$ cat config.mk
export PLATFORM = sky130hd
export DESIGN_NAME = tdm_demultiplexer_1_8
export DESIGN_NICKNAME = d
export VERILOG_FILES = /design/src/rtl/tdm_demux_pkg.sv /design/src/rtl/tdm_demultiplexer_1_8_demux.sv /design/src/rtl/tdm_demultiplexer_1_8.sv
export SDC_FILE = /design/constraint.sdc
export NUM_CORES = 1
export LEC_CHECK = 0
export CAP_MARGIN = 10
export CORE_MARGIN = 2
export CORE_UTILIZATION = 53
export DETAILED_ROUTE_END_ITERATION = 7
export GPL_ROUTABILITY_DRIVEN = 1
export HOLD_SLACK_MARGIN = 0.05
export PLACE_DENSITY = 0.81
export SYNTH_ARGS = -nofsm -noshare
export SYNTH_HDL_FRONTEND = slang
export SYNTH_HIERARCHICAL = 1
export SYNTH_SLANG_ARGS = --single-unit
$ cat constraint.sdc
create_clock -name clk -period 3.6 [get_ports clk]
set_clock_uncertainty 0.2 [all_clocks]
set_input_delay 0.72 -clock clk [delete_from_list [all_inputs] [get_ports clk]]
set_output_delay 0.72 -clock clk [all_outputs]
set_load 0.05 [all_outputs]
$ cat src/rtl/tdm_demux_pkg.sv
// Shared constants and FSM state type for the 1-to-8 TDM demultiplexer.
package tdm_demux_pkg;

    localparam int unsigned NUM_SLOTS = 8;
    localparam int unsigned SEL_W     = 3;

    typedef enum logic {
        IDLE,
        COLLECT
    } state_t;

endpackage

$ cat src/rtl/tdm_demultiplexer_1_8_demux.sv
// Combinational 1-to-8 write-enable decoder; logical inverse of the 8:1 channel mux.
module demultiplexer_1_8
    import tdm_demux_pkg::*;
(
    input  logic                 en,
    input  logic [SEL_W-1:0]     sel,
    output logic [NUM_SLOTS-1:0] we
);

    always_comb begin
        we = '0;
        if (en) begin
            we[sel] = 1'b1;
        end
    end

endmodule

$ cat src/rtl/tdm_demultiplexer_1_8.sv
// Receive end of the 8:1 TDM path: collects slots 0..7 into a shadow register
// and publishes the complete frame as one registered word with a one-cycle strobe.
module tdm_demultiplexer_1_8
    import tdm_demux_pkg::*;
#(
    parameter int unsigned DATA_W = 1
) (
    input  logic                        clk,
    input  logic                        rst,
    input  logic [DATA_W-1:0]           din,
    input  logic                        din_valid,
    input  logic                        sof,
    output logic [NUM_SLOTS*DATA_W-1:0] y,
    output logic                        frame_valid,
    output logic [SEL_W-1:0]            sel,
    output logic                        frame_err
);

    localparam logic [SEL_W-1:0] LAST_SLOT = SEL_W'(NUM_SLOTS - 1);

    state_t                             state, state_nxt;
    logic   [SEL_W-1:0]                 sel_nxt;
    logic                               fv_nxt, fe_nxt;
    logic                               wr_en, publish;
    logic   [SEL_W-1:0]                 wr_sel;
    logic   [NUM_SLOTS-1:0]             we;
    logic   [NUM_SLOTS-1:0][DATA_W-1:0] shadow;

    demultiplexer_1_8 u_decode (
        .en  (wr_en),
        .sel (wr_sel),
        .we  (we)
    );

    // An sof always restarts at slot 0, whether idle or mid-frame.
    always_comb begin
        state_nxt = state;
        sel_nxt   = sel;
        fv_nxt    = 1'b0;
        fe_nxt    = 1'b0;
        wr_en     = 1'b0;
        wr_sel    = sel;
        publish   = 1'b0;
        if (din_valid) begin
            if (sof) begin
                wr_en     = 1'b1;
                wr_sel    = '0;
                sel_nxt   = SEL_W'(1);
                state_nxt = COLLECT;
                fe_nxt    = (state == COLLECT);
            end else if (state == COLLECT) begin
                wr_en   = 1'b1;
                sel_nxt = sel + SEL_W'(1);
                if (sel == LAST_SLOT) begin
                    publish   = 1'b1;
                    fv_nxt    = 1'b1;
                    state_nxt = IDLE;
                end
            end
        end
    end

    always_ff @(posedge clk or posedge rst) begin
        if (rst) begin
            state       <= IDLE;
            sel         <= '0;
            frame_valid <= 1'b0;
            frame_err   <= 1'b0;
        end else begin
            state       <= state_nxt;
            sel         <= sel_nxt;
            frame_valid <= fv_nxt;
            frame_err   <= fe_nxt;
        end
    end

    always_ff @(posedge clk or posedge rst) begin
        if (rst) begin
            shadow <= '0;
        end else begin
            for (int unsigned k = 0; k < NUM_SLOTS; k++) begin
                if (we[k]) begin
                    shadow[k] <= din;
                end
            end
        end
    end

    // Slot 7 goes straight from din so the word is complete on the accepting edge.
    always_ff @(posedge clk or posedge rst) begin
        if (rst) begin
            y <= '0;
        end else if (publish) begin
            y <= {din, shadow[NUM_SLOTS-2:0]};
        end
    end

endmodule

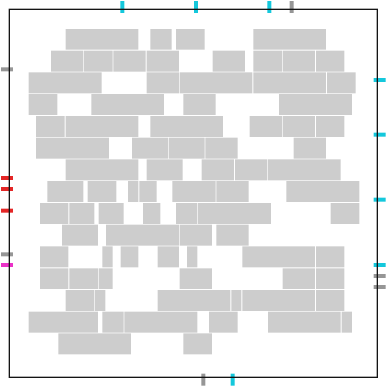
pinout.png
Scale: 8 px per um. Pins as bars across the die edge, other pins in grey.
- y: cyan (pins 8; direction output; edge 4 right, 3 top, 1 bottom)
- sel: red (pins 3; direction output; edge left)
- sof: magenta (pins 1; direction input; edge left)
Die Y: 45.8 um
buffers added on ports: 17
die x size: 45.8 um

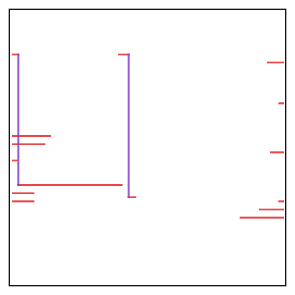
layers.png
Scale: 6 px per um. Only two layers are drawn.
- M3: red (wire length 57.0 um)
- M4: purple (wire length 45.6 um)
GRT Overall Usage: 16.4%
Avg WL per Cell: 14.5 um
final wirelength: 1.43 mm

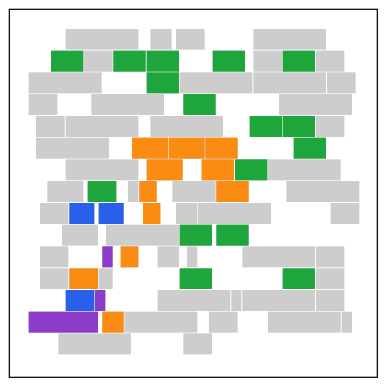
gates.png
Scale: 8 px per um.
- nand cells: purple (cells 3; most used nand2_1)
- non-inverting ao/oa cells: blue (cells 3; most used a22o_1)
- and/or cells: orange (cells 11)
- mux cells: green (cells 16; most used mux2_2)

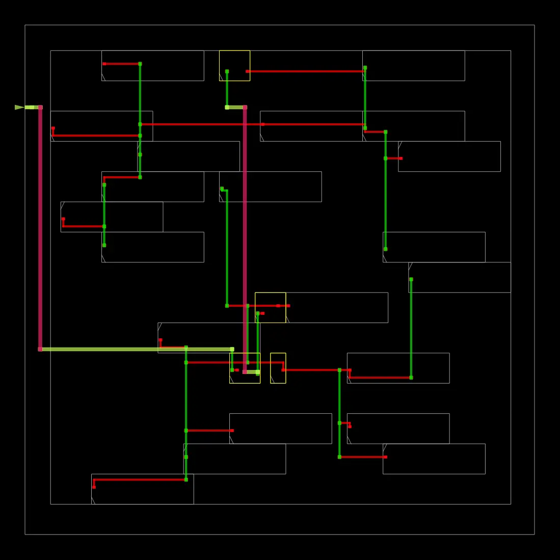
clock_nets.png
clock sink count: 21
clk pwr: 0.000112 W
FFs & Latches: 21

==> flow_summary.json <==
{
  "drtIter0Drc": 9,
  "vias": 539,
  "startpoint": "sel[0]",
  "crit_required_ps": 2680,
  "cts-buffers-inserted": 3,
  "worst_slew_pin_slew_ps": 749,
  "fillers": 119,
  "comb_share_pct": 34.1,
  "drt_first_pass_iters": 2,
  "largest_class": "sequential cells",
  "initial_utilization_pct": 54.9,
  "fmax_mhz": 405,
  "inverters": 3,
  "cp_top_family": "buffers and inverters",
  "start_kind": "register",
  "crit_path_top_delay_cell": "clkdlybuf4s50_1",
  "path_class": "reg -> out",
  "n_all_buffers": 17,
  "postRouteAntennaNets": 0,
  "setup_tns_ps": 0,
  "status": "complete, no violations",
  "cts_buffer_depth": 2,
  "crit_chain": "clkdlybuf4s50_1",
  "syn-cell-area_sq_um": 927,
  "syn_avg_cell_area_sq_um": 15.2,
  "peakVddDrop_mv": 0.336,
  "path_depth": 1,
  "final_cells": 99,
  "grt_pass1_vias": 517,
  "warning_count": 26,
  "p_per_area_nw_per_um2": 620,
  "fin_util_pct": 67.8,
  "maxSlewViolCount": 0,
  "maxCapViolations": 0,
  "antenna_found_initial": 0,
  "chipArea_sq_um": 2100,
  "layout_top_cells": "21 x dfrtp_1, 17 x clkdlybuf4s50_1, 15 x mux2_2"
}
[where the power goes]
part | internal, W | switching, W | total, W
Sequential | 0.000298 | 0.0000343 | 0.000332
Clock | 0.0000432 | 0.0000686 | 0.000112
Combinational | 0.000113 | 0.000153 | 0.000266
Total | 0.000455 | 0.000255 | 0.000710
[routing by layer]
| layer | global-route usage (%) | part of all wire (%) | vias to the layer above | wire, um |
|---|---|---|---|---|
| li1 | - | - | 268 | - |
| met1 | 20.1 | 47 | 253 | 680 |
| met2 | 25.9 | 45 | 14 | 651 |
| met3 | 3.57 | 4.0 | 4 | 57 |
| met4 | 10.3 | 3.1 | 0 | 45 |
| met5 | 0 | 0 | - | 0 |
[sequential cells by signal, indices dropped and copies added, names as in the netlist]
register and count:
state 1, frame_valid 1, sel 3, shadow 7, y 8, frame_err 1
Power and IR drop assume default switching activity.
